--- src/rtl/insight_tl_pkg.sv ---
// ---------------------------------------------------------------------------
// insight_tl_pkg
// Shared definitions for the Insight TileLink D-channel capture path:
//   - d_opcode_e     : TileLink D-channel opcodes
//   - rec_hdr_t      : fixed-width part of a captured beat record
//   - is_data_opcode : true for the data-bearing D opcodes
//   - beats_for      : beats in a response of lg2 size `size` on a data_w bus
// ---------------------------------------------------------------------------
package insight_tl_pkg;

    typedef enum logic [2:0] {
        D_ACCESS_ACK      = 3'd0,
        D_ACCESS_ACK_DATA = 3'd1,
        D_HINT_ACK        = 3'd2,
        D_GRANT           = 3'd4,
        D_GRANT_DATA      = 3'd5,
        D_RELEASE_ACK     = 3'd6
    } d_opcode_e;

    localparam int OPCODE_W = 3;
    localparam int PARAM_W  = 2;
    localparam int SIZE_W   = 4;
    localparam int DROP_W   = 16;
    localparam int TS_W     = 32;

    // Fields of a record whose widths do not depend on the bus parameters.
    // The parametrised fields (source, sink, beat, data, timestamp) are
    // appended by the capture unit.
    typedef struct packed {
        logic [OPCODE_W-1:0] opcode;
        logic [PARAM_W-1:0]  param;
        logic [SIZE_W-1:0]   size;
        logic                denied;
        logic                corrupt;
        logic                last;
    } rec_hdr_t;

    function automatic logic is_data_opcode(input logic [OPCODE_W-1:0] opcode);
        return (opcode == D_ACCESS_ACK_DATA) || (opcode == D_GRANT_DATA);
    endfunction

    // Transfers smaller than one bus word still occupy a single beat.
    function automatic int beats_for(input logic [SIZE_W-1:0] size, input int data_w);
        int bytes;
        int total;
        bytes = data_w / 8;
        total = 1 << size;
        if (total <= bytes) begin
            return 1;
        end
        return total / bytes;
    endfunction

endpackage

--- src/rtl/insight_tl_fifo.sv ---
// ---------------------------------------------------------------------------
// insight_tl_fifo
// Generic DEPTH x WIDTH synchronous FIFO, no bypass (a push becomes visible
// the cycle after it is written). A push while full is accepted only when a
// pop happens in the same cycle; otherwise it is ignored and the caller is
// expected to account for the drop.
// Ports:
//   clock, reset     : clock, asynchronous active-high reset (empties FIFO)
//   push, wr_data    : write request and data
//   pop              : read request (ignored when empty)
//   rd_data          : head entry (valid while !empty)
//   full, empty      : occupancy flags
// ---------------------------------------------------------------------------
module insight_tl_fifo #(
    parameter int WIDTH = 8,
    parameter int DEPTH = 4
) (
    input  logic             clock,
    input  logic             reset,
    input  logic             push,
    input  logic             pop,
    input  logic [WIDTH-1:0] wr_data,
    output logic [WIDTH-1:0] rd_data,
    output logic             full,
    output logic             empty
);

    localparam int AW = $clog2(DEPTH);

    logic [WIDTH-1:0] mem [DEPTH];

    // One extra wrap bit on each pointer separates full from empty.
    logic [AW:0] wr_ptr_q, wr_ptr_d;
    logic [AW:0] rd_ptr_q, rd_ptr_d;
    logic        do_push;
    logic        do_pop;

    assign empty   = (wr_ptr_q == rd_ptr_q);
    assign full    = (wr_ptr_q[AW] != rd_ptr_q[AW]) &&
                     (wr_ptr_q[AW-1:0] == rd_ptr_q[AW-1:0]);
    assign do_pop  = pop & ~empty;
    // When full, the slot being written is the one being popped this cycle.
    assign do_push = push & (~full | do_pop);

    always_comb begin
        wr_ptr_d = wr_ptr_q;
        rd_ptr_d = rd_ptr_q;
        if (do_push) begin
            wr_ptr_d = wr_ptr_q + (AW+1)'(1);
        end
        if (do_pop) begin
            rd_ptr_d = rd_ptr_q + (AW+1)'(1);
        end
    end

    always_ff @(posedge clock or posedge reset) begin
        if (reset) begin
            wr_ptr_q <= '0;
            rd_ptr_q <= '0;
        end else begin
            wr_ptr_q <= wr_ptr_d;
            rd_ptr_q <= rd_ptr_d;
        end
    end

    always_ff @(posedge clock) begin
        if (do_push) begin
            mem[wr_ptr_q[AW-1:0]] <= wr_data;
        end
    end

    assign rd_data = mem[rd_ptr_q[AW-1:0]];

endmodule

--- src/rtl/insight_tl_d_capture.sv ---
// ---------------------------------------------------------------------------
// insight_tl_d_capture
// Passive TileLink D-channel capture unit for the Insight trace path.
// Observes every D-channel fire (d_valid & d_ready), tags each beat with its
// index inside the response and a last flag, and queues the beat record in a
// DEPTH-entry FIFO drained through the out_valid/out_ready port. Beats that
// arrive while the FIFO is full (and not popping) are dropped and counted.
// A burst interrupted by a beat with different opcode/size/source, or a
// data-bearing beat with size above MAX_SIZE, raises a one-cycle burst_err.
//
// Optional build macro: INSIGHT_TL_D_CAPTURE_TIMESTAMP_EN
//   When defined, a free-running 32-bit cycle counter is stored in every
//   record and presented on the extra output out_timestamp.
//
// Ports:
//   clock, reset           : clock, asynchronous active-high reset
//   d_*                    : snooped D-channel signals (inputs only)
//   out_valid/out_ready    : record handshake towards the trace sink
//   out_*                  : head record fields (zero while out_valid is low)
//   out_beat, out_last     : beat index within the response, final beat flag
//   drop_count             : saturating count of beats dropped on full FIFO
//   burst_err              : one-cycle pulse on a burst protocol violation
// ---------------------------------------------------------------------------
module insight_tl_d_capture
    import insight_tl_pkg::*;
#(
    parameter  int DATA_W   = 32,
    parameter  int SOURCE_W = 1,
    parameter  int SINK_W   = 1,
    parameter  int DEPTH    = 4,
    parameter  int MAX_SIZE = 6,
    localparam int LG_BYTES = $clog2(DATA_W / 8),
    localparam int BEAT_W   = ((MAX_SIZE - LG_BYTES) > 1) ? (MAX_SIZE - LG_BYTES) : 1
) (
    input  logic                clock,
    input  logic                reset,
    input  logic                d_valid,
    input  logic                d_ready,
    input  logic [2:0]          d_opcode,
    input  logic [1:0]          d_param,
    input  logic [3:0]          d_size,
    input  logic [SOURCE_W-1:0] d_source,
    input  logic [SINK_W-1:0]   d_sink,
    input  logic                d_denied,
    input  logic                d_corrupt,
    input  logic [DATA_W-1:0]   d_data,
    output logic                out_valid,
    input  logic                out_ready,
    output logic [2:0]          out_opcode,
    output logic [1:0]          out_param,
    output logic [3:0]          out_size,
    output logic [SOURCE_W-1:0] out_source,
    output logic [SINK_W-1:0]   out_sink,
    output logic                out_denied,
    output logic                out_corrupt,
    output logic [DATA_W-1:0]   out_data,
    output logic [BEAT_W-1:0]   out_beat,
    output logic                out_last,
`ifdef INSIGHT_TL_D_CAPTURE_TIMESTAMP_EN
    output logic [31:0]         out_timestamp,
`endif
    output logic [15:0]         drop_count,
    output logic                burst_err
);

    typedef struct packed {
        rec_hdr_t            hdr;
        logic [SOURCE_W-1:0] source;
        logic [SINK_W-1:0]   sink;
        logic [BEAT_W-1:0]   beat;
        logic [DATA_W-1:0]   data;
`ifdef INSIGHT_TL_D_CAPTURE_TIMESTAMP_EN
        logic [TS_W-1:0]     timestamp;
`endif
    } rec_t;

    localparam int REC_W = $bits(rec_t);

    typedef enum logic {
        ST_IDLE  = 1'b0,
        ST_BURST = 1'b1
    } state_e;

    state_e              state_q, state_d;
    logic [2:0]          lat_opcode_q, lat_opcode_d;
    logic [3:0]          lat_size_q, lat_size_d;
    logic [SOURCE_W-1:0] lat_source_q, lat_source_d;
    logic [BEAT_W-1:0]   beat_cnt_q, beat_cnt_d;
    logic [BEAT_W-1:0]   last_idx_q, last_idx_d;
    logic                burst_err_q, burst_err_d;
    logic [15:0]         drop_count_q, drop_count_d;

    logic                fire;
    logic                data_op;
    logic                oversize;
    int                  beats_int;
    logic [BEAT_W-1:0]   new_last_idx;
    logic                mismatch;
    logic                violation;
    logic                start_new;
    logic [BEAT_W-1:0]   rec_beat;
    logic                rec_last;

    rec_t                rec_in;
    rec_t                rec_out;
    logic [REC_W-1:0]    fifo_rd;
    logic                fifo_full;
    logic                fifo_empty;
    logic                pop;
    logic                drop;

    assign fire     = d_valid & d_ready;
    assign data_op  = is_data_opcode(d_opcode);
    assign oversize = data_op && (int'(d_size) > MAX_SIZE);

    // Oversized data responses are clamped to the largest representable burst
    // so the beat counter still tracks the bus.
    always_comb begin
        beats_int = 1;
        if (data_op) begin
            beats_int = oversize ? (1 << BEAT_W) : beats_for(d_size, DATA_W);
        end
    end

    assign new_last_idx = BEAT_W'(beats_int - 1);
    assign mismatch     = (d_opcode != lat_opcode_q) || (d_size != lat_size_q) ||
                          (d_source != lat_source_q);

    // Burst tracking. Every fire advances the FSM, whether or not the beat
    // finds room in the FIFO.
    always_comb begin
        state_d      = state_q;
        lat_opcode_d = lat_opcode_q;
        lat_size_d   = lat_size_q;
        lat_source_d = lat_source_q;
        beat_cnt_d   = beat_cnt_q;
        last_idx_d   = last_idx_q;
        rec_beat     = '0;
        rec_last     = 1'b0;
        violation    = 1'b0;
        start_new    = 1'b0;

        if (fire) begin
            case (state_q)
                ST_IDLE: begin
                    start_new = 1'b1;
                end
                ST_BURST: begin
                    if (mismatch) begin
                        // Abandon the burst; the offending beat opens a new response.
                        violation = 1'b1;
                        start_new = 1'b1;
                    end else begin
                        rec_beat = beat_cnt_q;
                        if (beat_cnt_q == last_idx_q) begin
                            rec_last   = 1'b1;
                            state_d    = ST_IDLE;
                            beat_cnt_d = '0;
                        end else begin
                            beat_cnt_d = beat_cnt_q + BEAT_W'(1);
                        end
                    end
                end
                default: begin
                    start_new = 1'b1;
                end
            endcase

            if (start_new) begin
                rec_beat = '0;
                if (new_last_idx != '0) begin
                    state_d      = ST_BURST;
                    lat_opcode_d = d_opcode;
                    lat_size_d   = d_size;
                    lat_source_d = d_source;
                    beat_cnt_d   = BEAT_W'(1);
                    last_idx_d   = new_last_idx;
                end else begin
                    state_d    = ST_IDLE;
                    beat_cnt_d = '0;
                    rec_last   = 1'b1;
                end
            end
        end

        burst_err_d = violation | (fire & oversize);
    end

    assign out_valid = ~fifo_empty;
    assign pop       = out_valid & out_ready;
    assign drop      = fire & fifo_full & ~pop;

    always_comb begin
        drop_count_d = drop_count_q;
        if (drop && (drop_count_q != 16'hFFFF)) begin
            drop_count_d = drop_count_q + 16'd1;
        end
    end

`ifdef INSIGHT_TL_D_CAPTURE_TIMESTAMP_EN
    logic [TS_W-1:0] ts_q, ts_d;

    assign ts_d = ts_q + TS_W'(1);

    always_ff @(posedge clock or posedge reset) begin
        if (reset) begin
            ts_q <= '0;
        end else begin
            ts_q <= ts_d;
        end
    end
`endif

    always_comb begin
        rec_in             = '0;
        rec_in.hdr.opcode  = d_opcode;
        rec_in.hdr.param   = d_param;
        rec_in.hdr.size    = d_size;
        rec_in.hdr.denied  = d_denied;
        rec_in.hdr.corrupt = d_corrupt;
        rec_in.hdr.last    = rec_last;
        rec_in.source      = d_source;
        rec_in.sink        = d_sink;
        rec_in.beat        = rec_beat;
        rec_in.data        = d_data;
`ifdef INSIGHT_TL_D_CAPTURE_TIMESTAMP_EN
        rec_in.timestamp   = ts_q;
`endif
    end

    always_ff @(posedge clock or posedge reset) begin
        if (reset) begin
            state_q      <= ST_IDLE;
            lat_opcode_q <= '0;
            lat_size_q   <= '0;
            lat_source_q <= '0;
            beat_cnt_q   <= '0;
            last_idx_q   <= '0;
            burst_err_q  <= 1'b0;
            drop_count_q <= '0;
        end else begin
            state_q      <= state_d;
            lat_opcode_q <= lat_opcode_d;
            lat_size_q   <= lat_size_d;
            lat_source_q <= lat_source_d;
            beat_cnt_q   <= beat_cnt_d;
            last_idx_q   <= last_idx_d;
            burst_err_q  <= burst_err_d;
            drop_count_q <= drop_count_d;
        end
    end

    insight_tl_fifo #(
        .WIDTH (REC_W),
        .DEPTH (DEPTH)
    ) u_fifo (
        .clock   (clock),
        .reset   (reset),
        .push    (fire),
        .pop     (pop),
        .wr_data (rec_in),
        .rd_data (fifo_rd),
        .full    (fifo_full),
        .empty   (fifo_empty)
    );

    // Masking with out_valid keeps the record fields at zero when nothing is
    // queued (including straight out of reset), since the storage is unreset.
    assign rec_out = out_valid ? rec_t'(fifo_rd) : '0;

    assign out_opcode  = rec_out.hdr.opcode;
    assign out_param   = rec_out.hdr.param;
    assign out_size    = rec_out.hdr.size;
    assign out_denied  = rec_out.hdr.denied;
    assign out_corrupt = rec_out.hdr.corrupt;
    assign out_last    = rec_out.hdr.last;
    assign out_source  = rec_out.source;
    assign out_sink    = rec_out.sink;
    assign out_beat    = rec_out.beat;
    assign out_data    = rec_out.data;
`ifdef INSIGHT_TL_D_CAPTURE_TIMESTAMP_EN
    assign out_timestamp = rec_out.timestamp;
`endif

    assign drop_count = drop_count_q;
    assign burst_err  = burst_err_q;

endmodule

--- config.mk ---
export PLATFORM = sky130hd
export DESIGN_NAME = insight_tl_d_capture
export DESIGN_NICKNAME = d
export VERILOG_FILES = /design/src/rtl/insight_tl_pkg.sv /design/src/rtl/insight_tl_fifo.sv /design/src/rtl/insight_tl_d_capture.sv
export SDC_FILE = /design/constraint.sdc
export NUM_CORES = 1
export LEC_CHECK = 0
export CORE_ASPECT_RATIO = 0.9
export CORE_MARGIN = 2
export CORE_UTILIZATION = 55
export CTS_BUF_LIST = sky130_fd_sc_hd__clkbuf_16
export DETAILED_ROUTE_END_ITERATION = 8
export PLACE_DENSITY = 0.88
export SYNTH_ARGS = -nofsm -noshare
export SYNTH_HDL_FRONTEND = slang
export SYNTH_SLANG_ARGS = --single-unit
--- constraint.sdc ---
create_clock -name clock -period 6.39 [get_ports clock]
set_clock_uncertainty 0.05 [all_clocks]
set_input_delay 0.639 -clock clock [delete_from_list [all_inputs] [get_ports clock]]
set_output_delay 0.639 -clock clock [all_outputs]
set_load 0.02 [all_outputs]
==> notes.md, run 1 <==
flow finished, numbers: largest power group sequential cells, Post-DRT Antenna Nets 0, crit-path cells xor2_1 -> nor3b_2 -> buf_4 -> nor2b_1 -> clkdlybuf4s50_1, top comb family, area multiplexers, top-area cell type share of the netlist area 0.620, cell taking the most area after synthesis edfxtp_1, Comb area share 0.217, CTS Hold Bufs 0, clk sink count 240, comb pwr 0.00202 W, CP Class reg -> out, Final period util 0.643, Inserted Diodes 0, most frequent logic cell in the layout edfxtp_1, Worst Hold End u_fifo.wr_ptr_q[2]$_DFFE_PP0P_, WP depth 5, Post-Synth XOR/XNOR Area 0.0307, Post-CTS Setup Bufs 0, Power per Cell Area 455 nW/um2, Largest cell class registers, Root Driver clkbuf_16, Sw Share 0.320, layout cells sized above 1 0.174, clk latency late pin 530 ps, reg2reg start u_fifo.rd_ptr_q[0]$_DFFE_PP0P_, run status finished clean, die width 144 um, average size of a mapped cell 19.0 um2, max-slew violations 0, initial antenna violation count 0, hold path start u_fifo.wr_ptr_q[2]$_DFFE_PP0P_, vias in the first global route 5,318, HPWL after DPL 11,400 um, Final Hold Viols 0, drt wl/cell 21.1 um, Area Overhead vs Synth 22.6%, crit path max-delay cell type dfrtp_4, Synth flops 240, seq pwr 0.00207 W, combinational fraction of design power 0.373, Int Power 0.00368 W, placer congestion estimate 0.820, # setup viols final 0, Register-to-Register Path Depth 4, WP data required 5700 ps, clock buffer count 25, CTS Buf Count 25, I/O Pins 118, and+or+nand+nor area frac 0.0746, Adder Area Share 0.0116, M1 wire length 7670 um, P_clk 0.00132 W, top routing layer in use met4, Post-Syn Area 9690 um2, setup tns final 0 ps, Complex Gates by Area 0.00942, critical path arrival 3420 ps, Worst Path Buf+Inv 2, Syn Inst Count 511, Slew HR 0.312, Worst Tran Pin Value 1030 ps, cell depth of the worst min-delay path 1, sequential share of power 0.383, Yosys Instances 511, CTS max path bufs 3, Seq/Total Area, Yosys 0.723, buffer share of cell area 0.103, met3 global-route usage 0.0455, worst stage delay on the critical path 1110 ps, Psw 0.00173 W
## run 1: sequential cells by signal, summed over array words and instances (netlist names)
register,flops
last_idx_q,4
u_fifo.mem,200
state_q,1
lat_source_q,1
u_fifo.rd_ptr_q,3
u_fifo.wr_ptr_q,3
burst_err,1
beat_cnt_q,4
drop_count,16
lat_size_q,4
lat_opcode_q,3
## run 1: metrics by stage
step	std cells	util	instance area [um2]	total power [W]	setup WS [ps]
finish	900	0.682	11900	0.00541	2280
CTS	900	0.682	11900	0.00546	2160
detailed placement	854	0.638	11100	0.00414	2720
global route	900	0.682	11900	0.00564	1990
floorplan	511	-	9690	0.00327	3610
global placement	854	0.638	11100	0.00407	2810
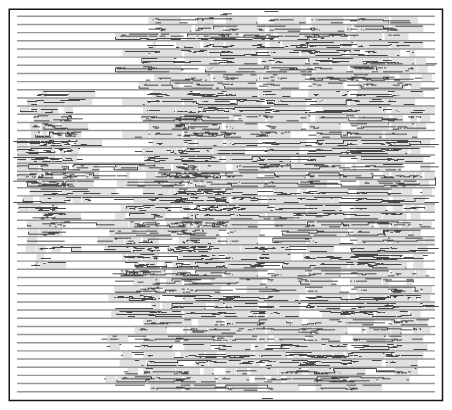
Run 1: the metal 1 layer
(3 px per um) Supply wires on this layer in grey. Cells faint in the background.
- nets with wire on the layer: 626
- share of all routed wire: 40%
met1 usage: 0.271
WL final: 19,000 um
via count: 5,073

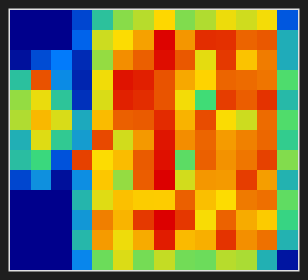
Run 1: cell area per tile
(2 px per um) 14 x 13 tiles, from dark blue (low) to red (high), 0 to 100% covered.
- tiles over 75% full: 46%
- emptiest ninth of the die: bottom left
- fullest tile: 100%
- nearly empty tiles: 9.9%
- mean over tiles: 62%
fp_density: 0.556
Final Util: 0.682

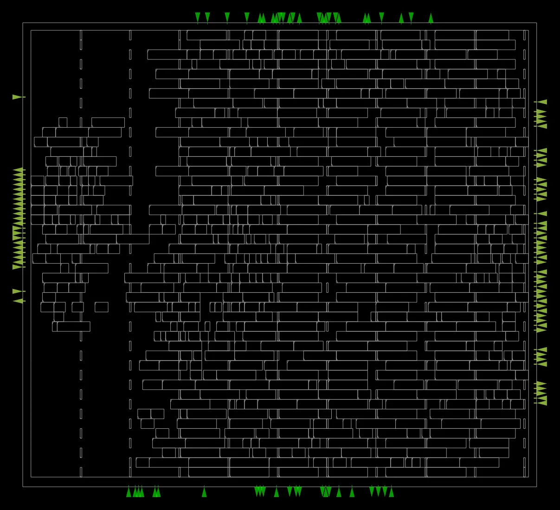
Run 1: placement view
row count: 46
seq_cells: 240
Well Taps: 240
fill count: 1,054
sequential share of cell area: 0.590

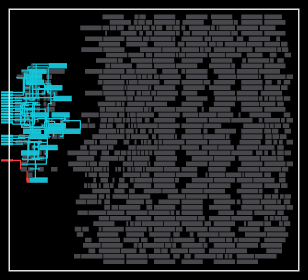
Run 1: wires at chosen ports, followed through buffers
(2 px per um)
- `reset`: red (bits 1; direction input; edge left; end cells 1; buffers 1; wire 13.7 um)
- `drop_count`: cyan (bits 16; direction output; edge left; end cells 16; buffers 16; wire 847 um)

Run 1, placement by cell class:
(2 px per um)
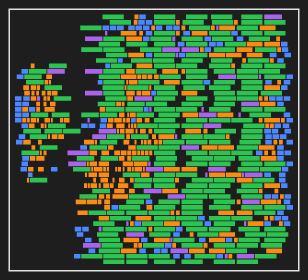

--- run 2 (diff from run 1) ---
- clock period: 6.39 -> 3.8 ns (I/O delays scaled with it)
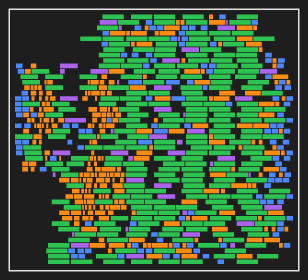
Run 2: placement by cell class
(2 px per um)
- clock drivers and dummy loads: purple (cells 42; share of their area 6.4%)
- flops: green (cells 240; share of their area 60%)
- all other logic: orange (cells 250; share of their area 22%)
- other buffers and delay cells: blue (cells 125; share of their area 11%)

==> run 2 against run 1 <==
Compared with the run above: global-route usage rose by 0.30 points; highest routed layer is now met5; critical path depth shrank 1; core utilization up 0.34 points; largest power group is now combinational logic; flip-flop count is the same.
==> notes.md, run 2 <==
flow finished, numbers: clk latency late pin 500 ps, CTS Hold Bufs 0, Slew HR 0.273, top-area cell type share of the netlist area 0.620, comb pwr 0.00354 W, Power per Cell Area 766 nW/um2, via count 5,098, max reg flops 200, Yosys Instances 511, drt wl/cell 21.8 um, final instance area 11,900 um2, # setup viols final 0, sequential share of power 0.373, seq pwr 0.00341 W, layout cells sized above 1 0.184, WL final 19,600 um, Syn Inst Count 511, setup tns final 0 ps, Final Hold Viols 0, average size of a mapped cell 19.0 um2, WP data required 3370 ps, max-slew violations 0, and+or+nand+nor area frac 0.0746, CTS Buf Count 24, top comb family, area multiplexers, Seq/Total Area, Yosys 0.723, placer congestion estimate 0.848, CTS max path bufs 3, Final Util 0.685, row count 46, I/O Pins 118, largest power group combinational logic, Synth flops 240, most frequent logic cell in the layout edfxtp_1, combinational fraction of design power 0.387, clk sink count 240, Root Driver clkbuf_16, run status finished clean, Post-CTS Setup Bufs 0, placed cell areas 11,200 um2
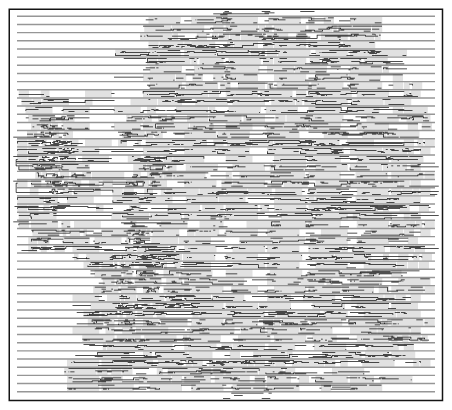
Run 2: the metal 1 layer
(3 px per um) Supply wires on this layer in grey. Cells faint in the background.
- nets with wire on the layer: 638
- share of all routed wire: 40%
- main direction: horizontal
- wire length on this layer: 7,870 um
- longest straight run: 43.2 um

-- run 2: cell counts after synthesis --
No cell type changed its count.
-- run 2: worst max-delay path, cell delays in order (launching register included) --
cell and delay [ps]:
dfrtp_2 650, buf_4 550, mux4_2 440, nor2b_1 170, clkdlybuf4s50_1 570
-- run 2: final cells by class --
| type | count | share of cell area |
|---|---|---|
| Clock buffer | 25 | 0.0524 |
| Inverter | 6 | 0.00189 |
| Multi-Input combinational cell | 244 | 0.216 |
| Timing Repair Buffer | 125 | 0.108 |
| Clock inverter | 17 | 0.00974 |
| Sequential cell | 240 | 0.587 |
| Tap cell | 240 | 0.0251 |
-- run 2: per-layer routing --
layer	track usage	share of wire	wire, um
met5	0	0.00041	8
met4	0.0513	0.017	323
met3	0.0459	0.074	1440
met2	0.365	0.51	9920
met1	0.275	0.40	7870
--- run 3 (diff from run 2) ---
- CAP_MARGIN: default -> 30
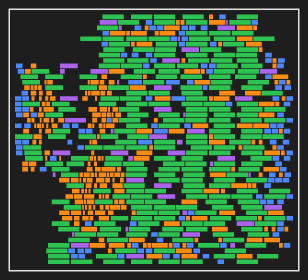
Run 3: placement by cell class
(2 px per um)
final instance area: 11,900 um2
sequential share of cell area: 0.587
Core ar.: 17,400 um2

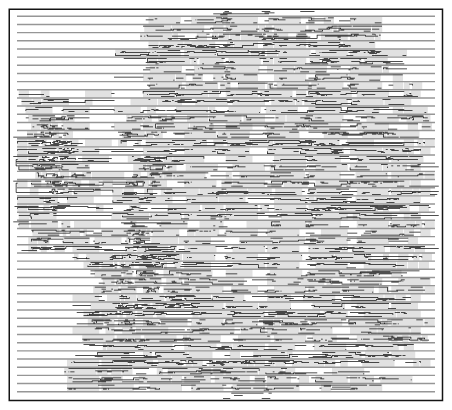
Run 3: the metal 1 layer
(3 px per um) Supply wires on this layer in grey. Cells faint in the background.
- share of all routed wire: 40%
- wire length on this layer: 7,870 um
- nets with wire on the layer: 638
- longest straight run: 43.2 um
met1 usage: 0.275
via count: 5,098
WL final: 19,600 um

==> run 3 against run 2 <==
Compared with the run above: die size did not move; combinational power barely moved; flip-flop count did not move; sequential power about the same; critical endpoint unchanged; via count is the same; power did not move; clock power barely moved; wire length did not move; cell count did not move; fmax unchanged.
==> notes.md, run 3 <==
flow finished, numbers: HPWL after DPL 11,600 um, met3 global-route usage 0.0459, M1 wire length 7870 um, clock buffer count 25, Seq/Total Area, Yosys 0.723, placed cell areas 11,200 um2, Setup WS post-layout 464 ps, Post-Syn Area 9690 um2, CTS max path bufs 3, Met2 Wirelength 9920 um, I/O Pins 118, largest power group combinational logic, comb_multi_in 244, count of non-CTS inverters in the layout 6, WP data required 3370 ps, Routed met3 length 1440 um, cell family with most CP delay buffers and inverters, Well Taps 240, Non-CTS buffers 125, and+or+nand+nor area frac 0.0746, GR Layer Usage met2 0.365, Final Hold Viols 0, Sw Share 0.321, Area Overhead vs Synth 23.2%, fp_density 0.556, die width 144 um, initial antenna violation count 1, vias in the first global route 5,283, P_clk 0.00219 W, Register-to-Register Path Depth 4, worst stage delay on the critical path 650 ps, max-slew violations 0, top routing layer in use met5, cell taking the most area after synthesis edfxtp_1, Comb area share 0.216, GR peak layer met2, Root Driver clkbuf_16, Largest cell class registers, Layout Cells excl Fill 897, top comb family, area multiplexers, drt wl/cell 21.8 um, combinational fraction of design power 0.387, crit path max-delay cell type dfrtp_2, Psw 0.00294 W, reg2reg start u_fifo.rd_ptr_q[1]$_DFFE_PP0P_, critical path arrival 2910 ps, Worst Path Buf+Inv 2, # setup viols final 0, Worst Tran Pin Value 1090 ps, most frequent logic cell in the layout edfxtp_1, top-area cell type share of the netlist area 0.620, seq pwr 0.00341 W, seq_cells 240, buffer share of cell area 0.108, placer congestion estimate 0.848, Slew HR 0.273, Adder Area Share 0.0116, run status finished clean, max reg flops 200, crit-path cells buf_4 -> mux4_2 -> nor2b_1 -> clkdlybuf4s50_1, setup tns final 0 ps, pre-CTS setup slack 852 ps
run 3: worst max path at each step:
stage	from	end	slack, ps	cells after the start
2_1_floorplan	u_fifo.rd_ptr_q[0]$_DFFE_PP0P_	u_fifo.mem[3][0]$_DFFE_PP_	1040	5
3_3_place_gp	d_opcode[1]	lat_opcode_q[1]$_DFFE_PP0P_	950	9
3_5_place_dp	d_opcode[1]	lat_source_q$_DFFE_PP0P_	850	9
4_1_cts	u_fifo.rd_ptr_q[0]$_DFFE_PP0P_	out_last	450	5
6_report	u_fifo.rd_ptr_q[1]$_DFFE_PP0P_	out_source	460	4
5_1_grt	u_fifo.rd_ptr_q[0]$_DFFE_PP0P_	out_data[29]	320	5
Power figures rest on the tool's default switching activity, not on a simulated workload.
